File: config.mk
export PLATFORM = sky130hd
export DESIGN_NAME = weight_mem_ctrl
export DESIGN_NICKNAME = d
export VERILOG_FILES = /design/src/rtl/weight_mem_ctrl.sv
export SDC_FILE = /design/constraint.sdc
export NUM_CORES = 1
export LEC_CHECK = 0
export CAP_MARGIN = 40
export CORE_ASPECT_RATIO = 0.6
export CORE_MARGIN = 2
export CORE_UTILIZATION = 46
export DETAILED_ROUTE_END_ITERATION = 7
export HOLD_SLACK_MARGIN = 0.02
export MAX_ROUTING_LAYER = met4
export PLACE_DENSITY = 0.78
export SKIP_LAST_GASP = 1
export SLEW_MARGIN = 20
export SYNTH_ARGS = -nofsm -noshare
export SYNTH_HDL_FRONTEND = slang
export SYNTH_SLANG_ARGS = --single-unit
File: constraint.sdc
create_clock -name clk -period 2.55 [get_ports clk]
set_input_delay 0.51 -clock clk [delete_from_list [all_inputs] [get_ports clk]]
set_output_delay 0.51 -clock clk [all_outputs]
set_load 0.01 [all_outputs]
File: src/rtl/weight_mem_ctrl.sv
// Load/inference sequencer for a layer's per-neuron weight memories.
// Define BROADCAST_LOAD_EN to make neuron index NUM_NEURONS a write-to-all target.
module weight_mem_ctrl #(
  parameter int NUM_NEURONS = 4,
  parameter int NUM_WEIGHT  = 784,
  parameter int ADDR_WIDTH  = 10,
  parameter int DATA_WIDTH  = 16,
  parameter int NEURON_W    = 3
) (
  input  logic                   clk,
  input  logic                   rst_n,
  input  logic                   cfg_valid,
  output logic                   cfg_ready,
  input  logic [NEURON_W-1:0]    cfg_neuron,
  input  logic [ADDR_WIDTH-1:0]  cfg_count,
  input  logic                   w_valid,
  output logic                   w_ready,
  input  logic [DATA_WIDTH-1:0]  w_data,
  input  logic                   in_valid,
  input  logic                   err_clr,
  output logic [NUM_NEURONS-1:0] wen,
  output logic [ADDR_WIDTH-1:0]  wadd,
  output logic [DATA_WIDTH-1:0]  win,
  output logic                   ren,
  output logic [ADDR_WIDTH-1:0]  radd,
  output logic                   rd_last,
  output logic                   load_busy,
  output logic                   load_done,
  output logic                   err
);

  typedef enum logic [1:0] {S_IDLE, S_LOAD, S_DONE} state_e;

  // One extra bit so a clamped count of exactly 2^ADDR_WIDTH still fits.
  localparam int                    CW      = ADDR_WIDTH + 1;
  localparam logic [CW-1:0]         NW_C    = CW'(NUM_WEIGHT);
  localparam logic [ADDR_WIDTH-1:0] RD_LAST = ADDR_WIDTH'(NUM_WEIGHT - 1);
  localparam logic [NEURON_W-1:0]   NN_L    = NEURON_W'(NUM_NEURONS);

  state_e                  state_q, state_d;
  logic [NEURON_W-1:0]     neuron_q, neuron_d;
  logic [CW-1:0]           count_q, count_d;
  logic [CW-1:0]           cnt_q, cnt_d;
  logic [ADDR_WIDTH-1:0]   rptr_q, rptr_d;
  logic [NUM_NEURONS-1:0]  wen_q, wen_d;
  logic [ADDR_WIDTH-1:0]   wadd_q, wadd_d;
  logic [DATA_WIDTH-1:0]   win_q, win_d;
  logic                    ren_q, ren_d;
  logic [ADDR_WIDTH-1:0]   radd_q, radd_d;
  logic                    rd_last_q, rd_last_d;
  logic                    err_q, err_d;
  logic                    err_set;
  logic                    cfg_bad;
  logic [NUM_NEURONS-1:0]  tgt_mask;

  always_comb begin
`ifdef BROADCAST_LOAD_EN
    cfg_bad  = (cfg_neuron > NN_L);
    tgt_mask = (neuron_q == NN_L) ? '1 :
               (neuron_q < NN_L)  ? (NUM_NEURONS'(1) << neuron_q) : '0;
`else
    cfg_bad  = (cfg_neuron >= NN_L);
    tgt_mask = (neuron_q < NN_L) ? (NUM_NEURONS'(1) << neuron_q) : '0;
`endif
  end

  always_comb begin
    // NOTE: every output of this block gets a default first, so no path leaves a latch.
    state_d   = state_q;
    neuron_d  = neuron_q;
    count_d   = count_q;
    cnt_d     = cnt_q;
    rptr_d    = rptr_q;
    wen_d     = '0;
    wadd_d    = wadd_q;
    win_d     = win_q;
    ren_d     = 1'b0;
    radd_d    = radd_q;
    rd_last_d = 1'b0;
    err_set   = 1'b0;
    cfg_ready = 1'b0;
    w_ready   = 1'b0;
    load_busy = 1'b0;
    load_done = 1'b0;

    case (state_q)
      S_IDLE: begin
        // A new load may only start between samples; a read in the same cycle wins.
        cfg_ready = rst_n && (rptr_q == '0) && !in_valid;
        if (in_valid) begin
          ren_d     = 1'b1;
          radd_d    = rptr_q;
          rd_last_d = (rptr_q == RD_LAST);
          rptr_d    = (rptr_q == RD_LAST) ? '0 : rptr_q + 1'b1;
        end else if (cfg_valid && cfg_ready) begin
          neuron_d = cfg_neuron;
          count_d  = ({1'b0, cfg_count} > NW_C) ? NW_C : {1'b0, cfg_count};
          cnt_d    = '0;
          state_d  = S_LOAD;
          err_set  = ({1'b0, cfg_count} > NW_C) || cfg_bad;
        end
      end
      S_LOAD: begin
        load_busy = 1'b1;
        w_ready   = (cnt_q != count_q);
        err_set   = in_valid;
        if (cnt_q == count_q) begin
          state_d = S_DONE;
        end else if (w_valid) begin
          wen_d  = tgt_mask;
          wadd_d = cnt_q[ADDR_WIDTH-1:0];
          win_d  = w_data;
          cnt_d  = cnt_q + CW'(1);
          if (cnt_q + CW'(1) == count_q) state_d = S_DONE;
        end
      end
      S_DONE: begin
        load_done = 1'b1;
        err_set   = in_valid;
        state_d   = S_IDLE;
      end
      default: state_d = S_IDLE;
    endcase

    err_d = err_set | (err_q & ~err_clr);
  end

  // NOTE: state registers use non-blocking assignments only; reset is sampled on the clock edge.
  always_ff @(posedge clk) begin
    if (!rst_n) begin
      state_q   <= S_IDLE;
      neuron_q  <= '0;
      count_q   <= '0;
      cnt_q     <= '0;
      rptr_q    <= '0;
      wen_q     <= '0;
      wadd_q    <= '0;
      win_q     <= '0;
      ren_q     <= 1'b0;
      radd_q    <= '0;
      rd_last_q <= 1'b0;
      err_q     <= 1'b0;
    end else begin
      state_q   <= state_d;
      neuron_q  <= neuron_d;
      count_q   <= count_d;
      cnt_q     <= cnt_d;
      rptr_q    <= rptr_d;
      wen_q     <= wen_d;
      wadd_q    <= wadd_d;
      win_q     <= win_d;
      ren_q     <= ren_d;
      radd_q    <= radd_d;
      rd_last_q <= rd_last_d;
      err_q     <= err_d;
    end
  end

  assign wen     = wen_q;
  assign wadd    = wadd_q;
  assign win     = win_q;
  assign ren     = ren_q;
  assign radd    = radd_q;
  assign rd_last = rd_last_q;
  assign err     = err_q;

endmodule

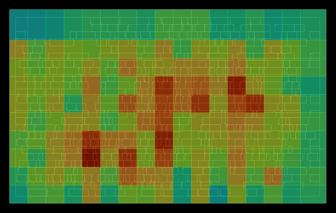
(run_1/final_congestion.png)
wire per inst: 15.2 um
GR Util met2: 32.1%
met3 usage: 7.45%

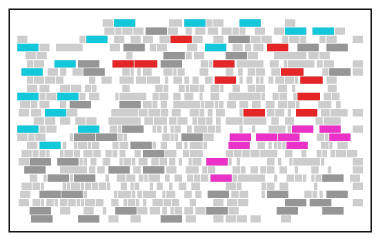
(run_1/registers.png)
Scale: 3 px per um. Other sequential cells in the stronger gray, the rest of the logic in the fainter gray.
cnt_q -> red  # placed flops 11
win -> cyan  # placed flops 16
count_q -> magenta  # placed flops 10
not colored = 42

==> flow_summary.yaml, run 1 <==
# yosys + openroad results
synthesis:
  syn_nets: 461
  synth-async-reset-ratio_pct: 0
  yosys_area_sq_um: 3720
  yosysTopAreaCell: "dfxtp_1"
  netlist_instances: 419
  netlist_area_sq_um: 3720
  ys_cells: 419
  ys_seq_elements: 79
  top_logic_kind: "simple AND/OR/NAND/NOR gates"
  yosys.area_share.aoi_pct: 12.5
  common_cells: "dfxtp_1, nand2_1, nor2b_1"
  synthAdderAreaFrac_pct: 2.35
  area_leaders: "dfxtp_1, mux2i_1, nand2_1, a21boi_0, nor2b_1"
  yosys_most_used_dff: "dfxtp_1"
  synth_area_per_cell_sq_um: 8.89
  edf_count: 0
  yosys-mux-area-fraction_pct: 6.72
  synth_top_area_share_pct: 42.5
  ys_sh_simple_pct: 23.1
  synth_cell_types: 48
clocking:
  clk_latency_ns: 0.34
  cts_max_level: 3
  clk_pin_slew_worst_paths_ns: 0.06
  cts_tree: "done"
  ctsLongestPathBuffers: 2
  hold_buffers: 0
  tritoncts.num_buffers: 9
  cts_setup_buffers: 0
  cts_resized: 2
min_path:
  min_path_type: "reg2reg"
  min_to: "radd[1]"
cells_and_area:
  n_clock_buffer: 11
  seqCellArea_sq_um: 1590
  syn2layout_area_growth_pct: 38.7
  mostFrequentLayoutCells: "clkdlybuf4s50_1, dfxtp_1, nand2_1"
  seq_share_pct: 30.7
  final_net_count: 551
  n_antenna_cell: 0
  final-nonclk-buf-share_pct: 19.7
  fin_cells: 622
  design_area_sq_um: 5170
  fillerInstances: 639
  comb_share_pct: 39.4
  buffers: 109
  fin_util_pct: 65.8
  final-comb-area_sq_um: 2030
  drive_gt1_share_pct: 11.7
  nNonClkInverters: 12
  ff_count: 79
  comb_cells: 298
  largest_reg_flops: 16
  largest_class: "logic gates"
power:
  power_density_nw_per_um2: 725
  top_power_group: "clock"
  switchingPower_uw: 1050
  p_clk_uw: 1480
  pwr-share-clk_pct: 39.7
  pg_seq_uw: 1390
  power_frac_seq_pct: 37.2
  switching_share_pct: 28.0
  total_power_uw: 3740
  p_leak_uw: 0.00207
  comb_power_share_pct: 23.2
  p_comb_uw: 868
  intPower_uw: 2700
placed_design:
  finalWeightedCongestion: 0.961
  hpwl_mm: 6.73
  placed_area_sq_um: 4750
  dp_slack_ns: -0.139
  port_buffers: 81
final_timing:
  min_period_over_period_pct: 97.5
  slew_headroom_pct: 65.2
  report.final.hold_viol_count: 0
  setup_violations: 0
  rsz0062_at_grt: "false"
  tightestPinTransition_ns: 0.509
  holdWs_ns: 0.465
  drv_slew: 0
  final.min_clock_period_ns: 2.49
  fin_ws_ns: 0.0633
global_routing:
  use_met1_pct: 30.4
  grt-ovfl-total: 0
  grtUsageTotal_pct: 22.5
  busiest_layer: "met2"
  grt_antenna_before_repair: 0
  grt_pass1_wl_mm: 15.0
  grt_pass1_vias: 3030
  grt_max_degree: 64
setup_path:
  reg2reg_from: "rptr_q[5]"
  cpMaxStageDelayCell: "or4_1"
  crit_fanout: 6
  cp-end-kind: "register"
  path_cells: "or4_1 > o41a_1 > nor3_2 > nand4_1 > o311a_1 > o31a_1"
  cp_num_buf_inv: 0
  startpoint: "rptr_q[5]"
  path_depth: 6
  crit_path_max_incr_delay_ns: 0.55
  cp.arrival_ns: 2.71
  crit_type: "reg2reg"
  worst_setup_path_start_kind: "register"
  crit_family: "AND-OR/OR-AND gates"
status:
  status: "complete, no violations"
die:
  num_rows: 25
  fp-utilization_pct: 47.4
  core_area_sq_um: 7850
  die-area_sq_um: 8860
  dieWidth_um: 120
  taps: 108
route:
  dr_wl_met3_um: 773
  routed_wl_mm: 9.45
  met1_length_mm: 4.46
  drt_iter0_markers: 243
  drt-pass1-iter-count: 5
  highest_layer: "met4"
  via_per_inst: 5.30
flow_run:
  maxCapViolCount: 0
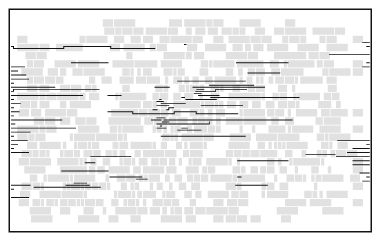
(run_1/met3.png)
Scale: 3 px per um. Cells faint in the background.
longest straight run = 42.8 um
main direction = horizontal
wire length on this layer = 773 um
nets with wire on the layer = 71

==> run_1/metal_stack.png <==
Scale: 3 px per um.
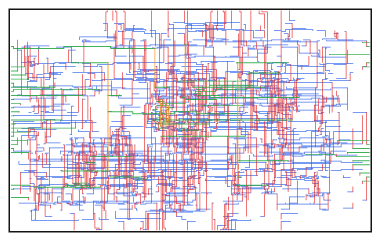

==> run 2: changes to the inputs <==
--- a/config.mk
+++ b/config.mk
@@ -13,6 +13,7 @@
 export HOLD_SLACK_MARGIN = 0.02
 export MAX_ROUTING_LAYER = met4
 export PLACE_DENSITY = 0.78
+export SKIP_CTS_REPAIR_TIMING = 1
 export SKIP_LAST_GASP = 1
 export SLEW_MARGIN = 20
 export SYNTH_ARGS = -nofsm -noshare
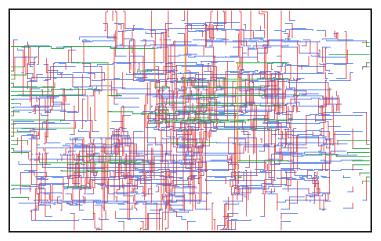
(run_2/metal_stack.png)
Scale: 3 px per um.
met2 -> red  # wire length 4020 um
met4 -> orange  # wire length 107 um
met1 -> blue  # wire length 4430 um
met3 -> green  # wire length 772 um

==> run 2 against run 1 <==
Net effect:
- the run now ends with negative setup slack left
- critical path depth fell by 2
- clock skew is essentially flat
- routed wire length down 1.3%
- largest power group unchanged
- clock power hardly changed
- cell area decreased by 0.87%
- flip-flop count is the same
- area after synthesis did not move
- sequential power barely moved
- via count is 1.5% lower
==> flow_summary.yaml, run 2 <==
# yosys + openroad results
status:
  status: "finished with violations"
  failed_checks: "negative setup slack"
flow_run:
  maxCapViolCount: 0
synthesis:
  ys_seq_elements: 79
  common_cells: "dfxtp_1, nand2_1, nor2b_1"
  netlist_instances: 419
  synth_top_area_share_pct: 42.5
  syn_nets: 461
  yosys-mux-area-fraction_pct: 6.72
  ys_sh_simple_pct: 23.1
  synthAdderAreaFrac_pct: 2.35
  ys_cells: 419
  yosys.area_share.aoi_pct: 12.5
  yosys_area_sq_um: 3720
setup_path:
  reg2reg_from: "rptr_q[5]"
  crit_fanout: 5
  crit_type: "reg2out"
  crit_path_max_incr_delay_ns: 0.60
  path_cells: "xor2_1 > nor4_2 > a31oi_1 > clkdlybuf4s50_1"
  worst_setup_path_start_kind: "register"
  cp.arrival_ns: 2.07
  cp_num_buf_inv: 1
power:
  pwr-share-clk_pct: 39.9
  total_power_uw: 3730
  switchingPower_uw: 1040
  comb_power_share_pct: 22.8
  power_density_nw_per_um2: 728
  intPower_uw: 2690
  power_frac_seq_pct: 37.3
  switching_share_pct: 27.8
  p_clk_uw: 1490
clocking:
  cts_tree: "done"
  tritoncts.num_buffers: 9
  clk_pin_slew_worst_paths_ns: 0.06
  ctsLongestPathBuffers: 2
  clk_latency_ns: 0.34
final_timing:
  rsz0062_at_grt: "true"
  tightestPinTransition_ns: 0.499
  drv_slew: 0
  setup_violations: 1
  fin_ws_ns: -0.0269
  slew_headroom_pct: 65.9
  holdWs_ns: 0.465
cells_and_area:
  comb_share_pct: 38.8
  nNonClkInverters: 12
  mostFrequentLayoutCells: "clkdlybuf4s50_1, dfxtp_1, nand2_1"
  final-nonclk-buf-share_pct: 19.9
  largest_class: "logic gates"
  fin_cells: 622
  syn2layout_area_growth_pct: 37.5
  design_area_sq_um: 5120
  largest_reg_flops: 16
  final_net_count: 551
  drive_gt1_share_pct: 10.9
die:
  die-area_sq_um: 8860
  taps: 108
global_routing:
  busiest_layer: "met2"
  grtUsageTotal_pct: 22.4
  use_met2_pct: 31.7
  grt_max_degree: 64
  grt_pass1_vias: 3020
  grt_pass1_wl_mm: 15.0
  use_met1_pct: 30.4
  grt-ovfl-total: 0
placed_design:
  port_buffers: 81
  dp_slack_ns: -0.139
route:
  met1_length_mm: 4.43
  drt-pass1-iter-count: 5
  dr_wl_met3_um: 772
min_path:
  min_path_type: "reg2reg"
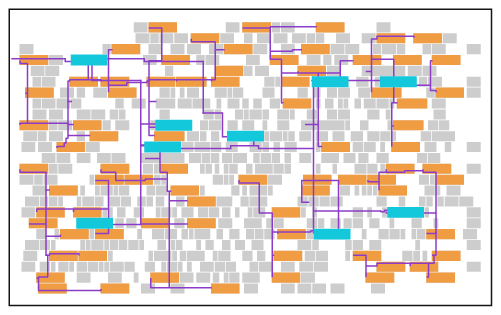
(run_2/clock_map.png)
Scale: 4 px per um.
clock wires -> purple  # length 1010 um
flip-flops -> orange  # count 79
cells driving clock nets -> cyan  # count 9
routed clock nets = 10
flops lie = all over the die

==> run 3: changes to the inputs <==
--- a/config.mk
+++ b/config.mk
@@ -5,12 +5,13 @@
 export SDC_FILE = /design/constraint.sdc
 export NUM_CORES = 1
 export LEC_CHECK = 0
-export CAP_MARGIN = 40
+export CAP_MARGIN = 20
 export CORE_ASPECT_RATIO = 0.6
 export CORE_MARGIN = 2
 export CORE_UTILIZATION = 46
 export DETAILED_ROUTE_END_ITERATION = 7
-export HOLD_SLACK_MARGIN = 0.02
+export GPL_TIMING_DRIVEN = 0
+export HOLD_SLACK_MARGIN = 0.08
 export MAX_ROUTING_LAYER = met4
 export PLACE_DENSITY = 0.78
 export SKIP_CTS_REPAIR_TIMING = 1
==> run 3 against run 2 <==
Net effect:
- the run still ends with negative setup slack left
- hold slack worse by 0.0027 ns
- core utilization is 0.69 points higher
- cell area is 1.1% higher
- worst setup slack worse by 0.067 ns
- register-to-register slack worse by 0.03 ns
- sequential power hardly changed
- critical endpoint unchanged
- combinational power is 3.9% higher
- flip-flop count stayed put
- via count is 3.6% higher
- highest routed layer unchanged
- clock skew is 0.0014 ns lower
==> flow_summary.yaml, run 3 <==
# yosys + openroad results
status:
  status: "finished with violations"
  failed_checks: "negative setup slack"
clocking:
  ctsRootBufferMaster: "clkbuf_16"
  tritoncts.num_buffers: 9
  ctsLongestPathBuffers: 2
  cts_tree: "done"
  cts_max_level: 3
  clk_latency_ns: 0.33
  clk_pin_slew_worst_paths_ns: 0.06
power:
  power_density_nw_per_um2: 683
  irDropWorstVdd_mv: 0.408
  top_power_group: "sequential cells"
  p_leak_uw: 0.00201
  comb_power_share_pct: 25.0
  switchingPower_uw: 1070
  switching_share_pct: 30.2
  power_frac_seq_pct: 39.9
  pg_seq_uw: 1410
  p_clk_uw: 1240
  pwr-share-clk_pct: 35.1
  p_comb_uw: 883
  total_power_uw: 3530
  intPower_uw: 2460
synthesis:
  synth_area_per_cell_sq_um: 8.89
  yosys_area_sq_um: 3720
  ys_sh_simple_pct: 23.1
  ys_seq_elements: 79
  yosysTopAreaCell: "dfxtp_1"
  yosys-mux-area-fraction_pct: 6.72
  edf_count: 0
  synth-async-reset-ratio_pct: 0
  common_cells: "dfxtp_1, nand2_1, nor2b_1"
  area_leaders: "dfxtp_1, mux2i_1, nand2_1, a21boi_0, nor2b_1"
  syn_nets: 461
  netlist_area_sq_um: 3720
  ys_cells: 419
  synthAdderAreaFrac_pct: 2.35
  ys_sh_xor_pct: 8.23
  synth_top_area_share_pct: 42.5
  yosys_most_used_dff: "dfxtp_1"
  yosys.area_share.aoi_pct: 12.5
  top_logic_kind: "simple AND/OR/NAND/NOR gates"
  synth_cell_types: 48
  netlist_instances: 419
global_routing:
  grt_pass1_vias: 3220
  grt_antenna_before_repair: 0
  grt_pass1_wl_mm: 16.0
  grtUsageTotal_pct: 24.0
  use_met3_pct: 8.07
  busiest_layer: "met1"
  grt_max_degree: 13
  use_met2_pct: 33.1
  grt-ovfl-total: 0
  use_met1_pct: 33.4
die:
  fp-utilization_pct: 47.4
  pin_count: 82
  taps: 108
  dieWidth_um: 120
  num_rows: 25
  core_area_sq_um: 7850
  die-area_sq_um: 8860
flow_run:
  maxCapViolCount: 0
cells_and_area:
  largest_reg_flops: 16
  seqCellArea_sq_um: 1590
  n_antenna_cell: 0
  final-nonclk-buf-share_pct: 18.6
  largest_class: "logic gates"
  buffers: 110
  drive_gt1_share_pct: 11.1
  final_net_count: 552
  mostFrequentLayoutCells: "clkdlybuf4s50_1, dfxtp_1, nand2_1"
  n_clock_buffer: 14
  comb_cells: 298
  final-comb-area_sq_um: 2140
  ff_count: 79
  fin_util_pct: 65.9
  comb_share_pct: 41.4
  nNonClkInverters: 12
  fin_cells: 623
  seq_share_pct: 30.8
  syn2layout_area_growth_pct: 38.9
  fillerInstances: 651
  design_area_sq_um: 5170
route:
  route.met2.wl_mm: 4.26
  met1_length_mm: 4.59
  drt-pass1-iter-count: 5
  dr_wl_met3_um: 854
  highest_layer: "met4"
  via_per_inst: 5.39
  drt_iter0_markers: 253
  post_drt_wl_per_cell_um: 15.7
  routed_wl_mm: 9.81
final_timing:
  setup_violations: 1
  drv_slew: 0
  report.final.hold_viol_count: 0
  min_period_over_period_pct: 104
  holdWs_ns: 0.462
  final.min_clock_period_ns: 2.64
  fin_ws_ns: -0.0938
  slew_headroom_pct: 60.9
  tightestPinTransition_ns: 0.583
  rsz0062_at_grt: "true"
setup_path:
  cp-end-kind: "output port"
  crit_path_max_incr_delay_ns: 0.57
  cpMaxStageDelayCell: "dfxtp_1"
  cp.arrival_ns: 2.13
  reg2reg_from: "rptr_q[5]"
  path_cells: "xor2_1 > nor4_2 > a31oi_2 > clkdlybuf4s50_1"
  startpoint: "cnt_q[1]"
  crit_fanout: 7
  r2r_slack_ns: 0.05
  worst_setup_path_start_kind: "register"
  path_depth: 4
  crit_type: "reg2out"
  crit_family: "flip-flops"
  cp_num_buf_inv: 1
  crit_required_ns: 2.04
placed_design:
  placed_area_sq_um: 4670
  hpwl_mm: 7.16
  finalWeightedCongestion: 0.954
  dp_slack_ns: -0.501
  port_buffers: 81
min_path:
  hold_path_depth: 1
  min_to: "wen[1]"
  min_path_type: "reg2reg"
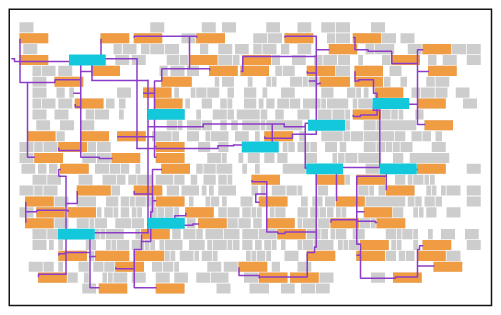
(run_3/clock_map.png)
Scale: 4 px per um.
clock wires -> purple  # length 950 um
flip-flops -> orange  # count 79
cells driving clock nets -> cyan  # count 9
routed clock nets = 10

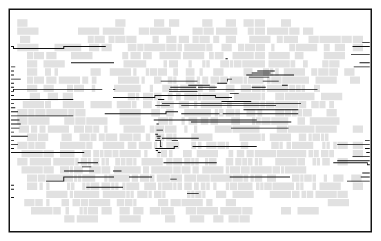
(run_3/met3.png)
Scale: 3 px per um. Cells faint in the background.
nets with wire on the layer = 81
wire length on this layer = 854 um

Power is estimated from default activity; no workload was simulated.
